<file path="config.mk">
export PLATFORM = sky130hd
export DESIGN_NAME = mac3_window_flat
export DESIGN_NICKNAME = d
export VERILOG_FILES = /design/src/rtl/mac3_window_if.sv /design/src/rtl/mac3_window.sv /design/src/flat_wrapper.sv
export SDC_FILE = /design/constraint.sdc
export NUM_CORES = 2
export LEC_CHECK = 0
export CORE_UTILIZATION = 30
export CTS_CLUSTER_DIAMETER = 40
export CTS_CLUSTER_SIZE = 12
export DETAILED_ROUTE_END_ITERATION = 10
export PLACE_DENSITY = 0.56
export SYNTH_ARGS = -nofsm -noshare
export SYNTH_HDL_FRONTEND = slang
export SYNTH_SLANG_ARGS = --single-unit
</file>
<file path="constraint.sdc">
create_clock -name clk -period 9.99 [get_ports clk]
set_clock_uncertainty 0.2 [all_clocks]
set_input_delay 1.998 -clock clk [delete_from_list [all_inputs] [get_ports clk]]
set_output_delay 1.998 -clock clk [all_outputs]
set_load 0.03 [all_outputs]
</file>
<file path="src/rtl/mac3_window_if.sv">
// Streaming port bundle for mac3_window: the sample stream and controls going in,
// the registered result coming out.
interface mac3_window_if #(
    parameter int DATA_W = 32,
    parameter int OUT_W  = 32
);
    logic              validi;
    logic [DATA_W-1:0] data_in;
    logic [1:0]        mode;
    logic              clr;
    logic              valido;
    logic [OUT_W-1:0]  data_out;
    logic              ovf;

    // Producer side: drives samples and controls, observes results
    modport master (
        output validi, data_in, mode, clr,
        input  valido, data_out, ovf
    );

    // Datapath side: the mac3_window unit itself
    modport slave (
        input  validi, data_in, mode, clr,
        output valido, data_out, ovf
    );
endinterface

</file>
<file path="src/rtl/mac3_window.sv">
// Sliding-window three-operand multiply-add. Keeps the two previous samples
// (s2 oldest, s1 newest) and, once three consecutive valid samples have been
// seen, produces f(s2, s1, data_in) one cycle later, sliding by one sample per
// valid cycle. The arithmetic is done at full precision (2*DATA_W+2 bits) and
// then truncated to OUT_W bits, with ovf flagging a result that did not fit.
module mac3_window #(
    parameter int DATA_W = 32,
    parameter int OUT_W  = 32,
    parameter int SIGNED = 0
) (
    input  logic          clk,
    input  logic          rst,
    mac3_window_if.slave  bus
);
    localparam int FULL_W = 2 * DATA_W + 2;

    // Sign- or zero-extend one operand to the full-precision width
    function automatic logic [FULL_W-1:0] extend_op(input logic [DATA_W-1:0] v);
        logic [FULL_W-1:0] r;
        if (SIGNED != 0) begin
            r = {{(FULL_W - DATA_W){v[DATA_W-1]}}, v};
        end else begin
            r = {{(FULL_W - DATA_W){1'b0}}, v};
        end
        return r;
    endfunction

    logic [DATA_W-1:0] s1_r;
    logic [DATA_W-1:0] s2_r;
    logic [1:0]        run_r;
    logic              valido_r;
    logic [OUT_W-1:0]  data_out_r;
    logic              ovf_r;

    logic [FULL_W-1:0] a_ext_s;
    logic [FULL_W-1:0] b_ext_s;
    logic [FULL_W-1:0] c_ext_s;
    logic [FULL_W-1:0] full_s;
    logic [FULL_W-1:0] ext_s;
    logic              ovf_s;
    logic              compute_s;

    // A result is due when this sample is the third (or later) of an unbroken run
    always_comb begin
        compute_s = 1'b0;
        if (bus.validi && (run_r >= 2'd2)) begin
            compute_s = 1'b1;
        end else begin
            compute_s = 1'b0;
        end
    end

    // Full-precision evaluation of the selected operation on (s2, s1, data_in).
    // Operands are extended first, so the low FULL_W bits of the product are exact
    // for both signed and unsigned interpretation.
    always_comb begin
        a_ext_s = extend_op(s2_r);
        b_ext_s = extend_op(s1_r);
        c_ext_s = extend_op(bus.data_in);
        full_s  = {FULL_W{1'b0}};
        case (bus.mode)
            2'b00:   full_s = (a_ext_s * b_ext_s) + c_ext_s;
            2'b01:   full_s = (a_ext_s * b_ext_s) - c_ext_s;
            2'b10:   full_s = a_ext_s * b_ext_s;
            2'b11:   full_s = a_ext_s + b_ext_s + c_ext_s;
            default: full_s = {FULL_W{1'b0}};
        endcase
    end

    // Re-extend the truncated result; any difference from the full value means
    // it did not fit in OUT_W (a negative unsigned difference lands here too)
    always_comb begin
        ext_s = full_s;
        for (int i = 0; i < FULL_W; i++) begin
            if (i >= OUT_W) begin
                ext_s[i] = (SIGNED != 0) ? full_s[OUT_W-1] : 1'b0;
            end else begin
                ext_s[i] = full_s[i];
            end
        end
        ovf_s = (ext_s != full_s);
    end

    // Window, run counter and registered outputs; rst beats clr beats validi
    always_ff @(posedge clk) begin
        if (rst) begin
            s1_r       <= {DATA_W{1'b0}};
            s2_r       <= {DATA_W{1'b0}};
            run_r      <= 2'd0;
            valido_r   <= 1'b0;
            data_out_r <= {OUT_W{1'b0}};
            ovf_r      <= 1'b0;
        end else if (bus.clr) begin
            // Flush: discard this cycle's sample, keep the last result visible
            run_r    <= 2'd0;
            valido_r <= 1'b0;
        end else if (bus.validi) begin
            s2_r     <= s1_r;
            s1_r     <= bus.data_in;
            run_r    <= (run_r == 2'd3) ? 2'd3 : (run_r + 2'd1);
            valido_r <= compute_s;
            if (compute_s) begin
                data_out_r <= full_s[OUT_W-1:0];
                ovf_r      <= ovf_s;
            end else begin
                data_out_r <= data_out_r;
                ovf_r      <= ovf_r;
            end
        end else begin
            // A gap breaks the run; stale window contents are never used
            run_r    <= 2'd0;
            valido_r <= 1'b0;
        end
    end

    assign bus.valido   = valido_r;
    assign bus.data_out = data_out_r;
    assign bus.ovf      = ovf_r;
endmodule

</file>
<file path="src/flat_wrapper.sv">
// flat-port wrapper written by rule: the top's interface ports become plain ports
module mac3_window_flat 
#(
    parameter int DATA_W = 32,
    parameter int OUT_W  = 32,
    parameter int SIGNED = 0
)
  (clk, rst, bus_validi, bus_data_in, bus_mode, bus_clr, bus_valido, bus_data_out, bus_ovf);
  mac3_window_if #(.DATA_W(DATA_W), .OUT_W(OUT_W)) bus_i ();
  input  logic clk;
  input  logic rst;
  input wire logic [$bits(bus_i.validi)-1:0] bus_validi;
  input wire logic [$bits(bus_i.data_in)-1:0] bus_data_in;
  input wire logic [$bits(bus_i.mode)-1:0] bus_mode;
  input wire logic [$bits(bus_i.clr)-1:0] bus_clr;
  output wire logic [$bits(bus_i.valido)-1:0] bus_valido;
  output wire logic [$bits(bus_i.data_out)-1:0] bus_data_out;
  output wire logic [$bits(bus_i.ovf)-1:0] bus_ovf;
  assign bus_i.validi = bus_validi;
  assign bus_i.data_in = bus_data_in;
  assign bus_i.mode = bus_mode;
  assign bus_i.clr = bus_clr;
  assign bus_valido = bus_i.valido;
  assign bus_data_out = bus_i.data_out;
  assign bus_ovf = bus_i.ovf;
  mac3_window #(.DATA_W(DATA_W), .OUT_W(OUT_W), .SIGNED(SIGNED)) u_core (.clk(clk), .rst(rst), .bus(bus_i));
endmodule
</file>
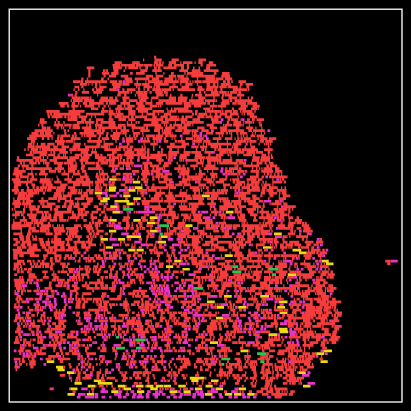
(cell classes on the final placement)
Scale: 1 px per um.
- other buffers and delay cells: magenta (cells 664; share of their area 11%)
- flip-flops: yellow (cells 100; share of their area 4.0%)
- all other logic: red (cells 4,921; share of their area 84%)
- clock drivers and dummy loads: green (cells 16; share of their area 0.60%)

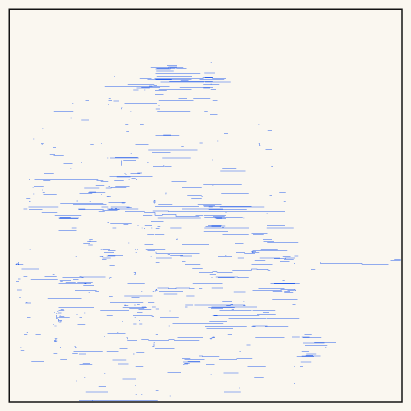
(signal wires on met3)
Scale: 1 px per um.
- wire length on this layer: 6,130 um
- main direction: horizontal
- nets with wire on the layer: 311

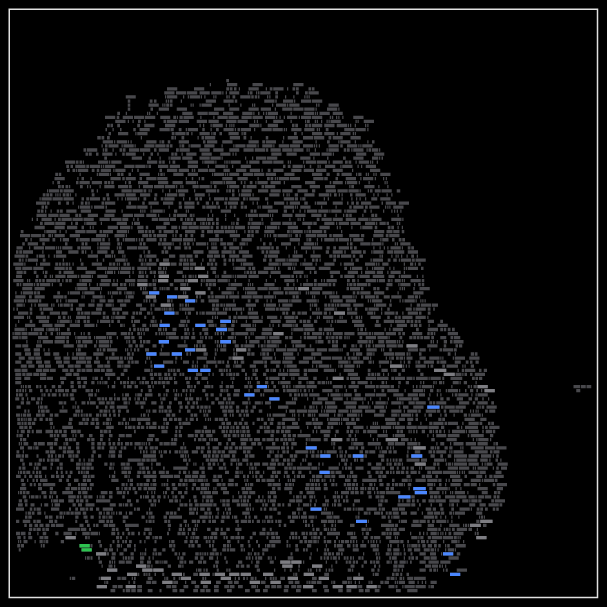
(sequential cells coloured by netlist name)
Scale: 1.5 px per um.
- u_core.s1_r: blue (flops 32)
- u_core.run_r: green (flops 2)
- not coloured: 66

==> results.txt <==
Results of the full flow below.

Setup path:
- OpenSTA lists the critical path endpoint as u_core.bus.ovf.
- The most numerous cell type found on the critical path is sky130_fd_sc_hd__fa_1.
- The run gives the maximum cell stage delay along the critical path as 0.64 ns.
- STA classifies the critical path startpoint as a flip-flop.
- The kind of cell with the highest combined delay along the critical path is adder cells.
- The critical path starts at u_core.s1_r[2].
- In the setup report, the worst path falls into the class flip-flop to flip-flop.
- The run puts the worst-case reg-to-reg path depth at 42.
- The run puts the critical path arrival at 10.18 ns.
- The run gives the start of the worst register-to-register path as u_core.s1_r[2].
- The run puts the slack of the worst reg-to-reg path at -0.11 ns.

Synthesis:
- The synthesized netlist handed to floorplanning was reported with a cell count of ~5,300.
- The run gives the cell with the most instances after synthesis as sky130_fd_sc_hd__fa_1.
- By area the synthesized netlist is led by sky130_fd_sc_hd__fa_1 (40%), sky130_fd_sc_hd__ha_1 (11%), sky130_fd_sc_hd__and2_1 (9.7%), sky130_fd_sc_hd__inv_1 (7.4%), sky130_fd_sc_hd__nand2_1 (4.7%).
- Per the synthesis report, the AND-OR/OR-AND share of the synthesized area is 11.2%.
- The run gives the mux cell area share after synthesis as less than 1%.
- The run gives the number of nets in the synthesized netlist as around 6,700.
- The run gives the distinct cell type count after synthesis as about 110.
- The run puts the warning count from the yosys run at 0.
- Yosys reported that registers with async set or reset make up 0%.
- The run gives the area share of and/or/nand/nor cells after synthesis as 20.7%.
- The run gives the synthesized cell area as around 45,000 um2.

Cells and area:
- The run gives the number of clock buffers in the layout as 9.
- The library cells used most frequently in the layout, excluding fill and tap cells, are sky130_fd_sc_hd__fa_1 (890), sky130_fd_sc_hd__inv_1 (885), sky130_fd_sc_hd__and2_1 (702).
- The run gives the final net count as approximately 7,000.
- The run gives the leading cell category by total area as logic gates.
- The run puts the signed area change from the synthesized netlist to the final layout at 17.8%.
- The run puts the proportion of cell area occupied by multi-input gates at about three quarters.
- The run gives the multi-input gate count as 4,027.
- The run puts the count of inverters not on the clock network in the layout at slightly below 900.
- The run puts the number of sequential cells at 100.
- The run puts the layout cell share with drive strength beyond 1 at between 10% and 20%.
- The run puts the sequential cell area at 2060 um2.
- The run gives the clock network contribution to total cell area as 0.573%.

Status:
- The checks that failed: negative setup slack.
- The flow ran to the end, but the final reports show violations.

Route:
- After detailed routing, the met2 layer carries 75,000 um of wire.
- Per the detail_route log, met3 wirelength is just over 6000 um.
- The run gives the wire length the detailed router placed on met1 as around 66,000 um.
- Signal routing reaches up to met4.
- The run gives the antenna violation net count after detailed routing as 0.
- The run gives the post-detailed-route DRC marker count as 0.

Place:
- Per the post-place timing report, worst setup slack is -0.557 ns.
- The run puts the last weighted congestion value of the routability-driven placer at 0.936.
- The run gives the total half-perimeter wirelength after legalization and detailed placement as approximately 130,000 um.
- Port buffering added between 70 and 80 buffers.

Timing:
- The run puts the final setup TNS at -0.109 ns.
- Per the final report, max-transition violations number 0.
- The run puts the relative max-transition margin at roughly 15%.
- The run gives the final setup violation count as 1.
- The run gives the minimum setup slack in the final design as -0.109 ns.
- Derived from the worst setup path, the maximum achievable clock frequency is just under 100 MHz.

Global route:
- Routing resource usage on met3 recorded by global route was approximately 1.7%.
- Global routing used 26.7% of the available met1 tracks.
- The run gives the total routing usage reported by global routing as between 20% and 30%.
- The run gives the number of antenna violations at the first check in global routing as 0.
- The run puts the maximum number of pins on one net before global-route repair at around 63.

Clock tree:
- The run gives the clock tree buffer depth as 2.
- The run gives the clock sink total as about 100.
- The run puts the quantity of hold-fixing buffers added after cts at 0.
- The run puts the number of buffers inserted to repair setup after CTS at 18.
- The root buffer cell chosen for the clock tree is sky130_fd_sc_hd__clkbuf_16.
- Per the skew report, the later register of the worst-skew pair sees a clock latency of between 0.4 and 0.5 ns.
- In this run, CTS created clock tree buffers numbering 9.
- Once the clock tree was built, the resizer swapped between 100 and 150 gates to a different size.

Die:
- At the floorplan stage, the core utilization is reported as between 30% and 40%.
- From bottom edge to top edge, the die measures around 390 um.
- For this design the top-level I/O count stands at ~72.

Worst hold path:
- The path with the worst hold slack has its endpoint at u_core.bus.data_out[25].
- The run gives the classification of the worst-slack hold path as flip-flop to flip-flop.
- The run puts the worst hold path stage count at 2.

Run:
- The run puts the OpenROAD warning count at between 50 and 60.

Power and ir drop:
- Power spread over the standard cell area amounts to ~32 nW/um2.
- The run gives the final total power as 0.00172 W.
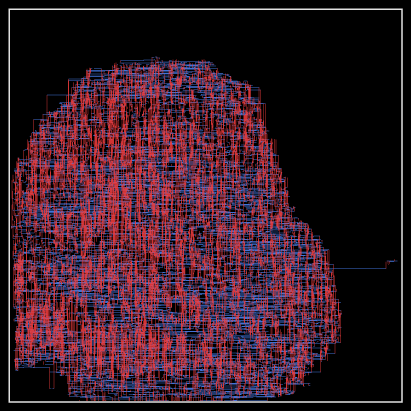
(signal wires by layer)
Scale: 1 px per um. Only two layers are drawn.
- met2: red (wire length 75.0 mm)
- met1: blue (wire length 66.2 mm)

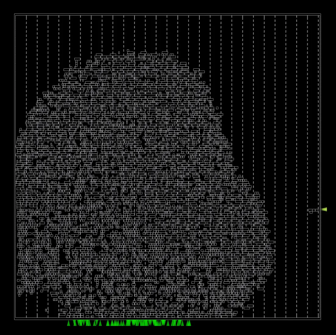
(cell placement)
tap cell count: 2,016
number of fill cells: 15,500
FP Rows: 142
post-route non-filler standard cell count: 7,718
fin util: 35.7%

==> through the flow <==
stage	instance area [um2]	instances
2_1_floorplan	45400	5322
3_3_place_gp	52100	7667
3_5_place_dp	52100	7667
4_1_cts	53000	7700
5_1_grt	53500	7717
6_report	53500	7718
==> power by group <==
group	total [W]	leakage, nW	switching (W)	internal (W)
logic	0.000896	22.7	0.000526	0.000370
clock network	0.000406	0.149	0.000227	0.000179
registers	0.000420	0.825	0.0000141	0.000406
==> flip-flops by register name, indices dropped and copies added, names as in the netlist <==
register	flops
u_core.s1_r	32
u_core.run_r	2
u_core.bus.data_out	32
u_core.bus.valido	1
u_core.s2_r	32
u_core.bus.ovf	1
Power figures rest on the tool's default switching activity, not on a simulated workload.
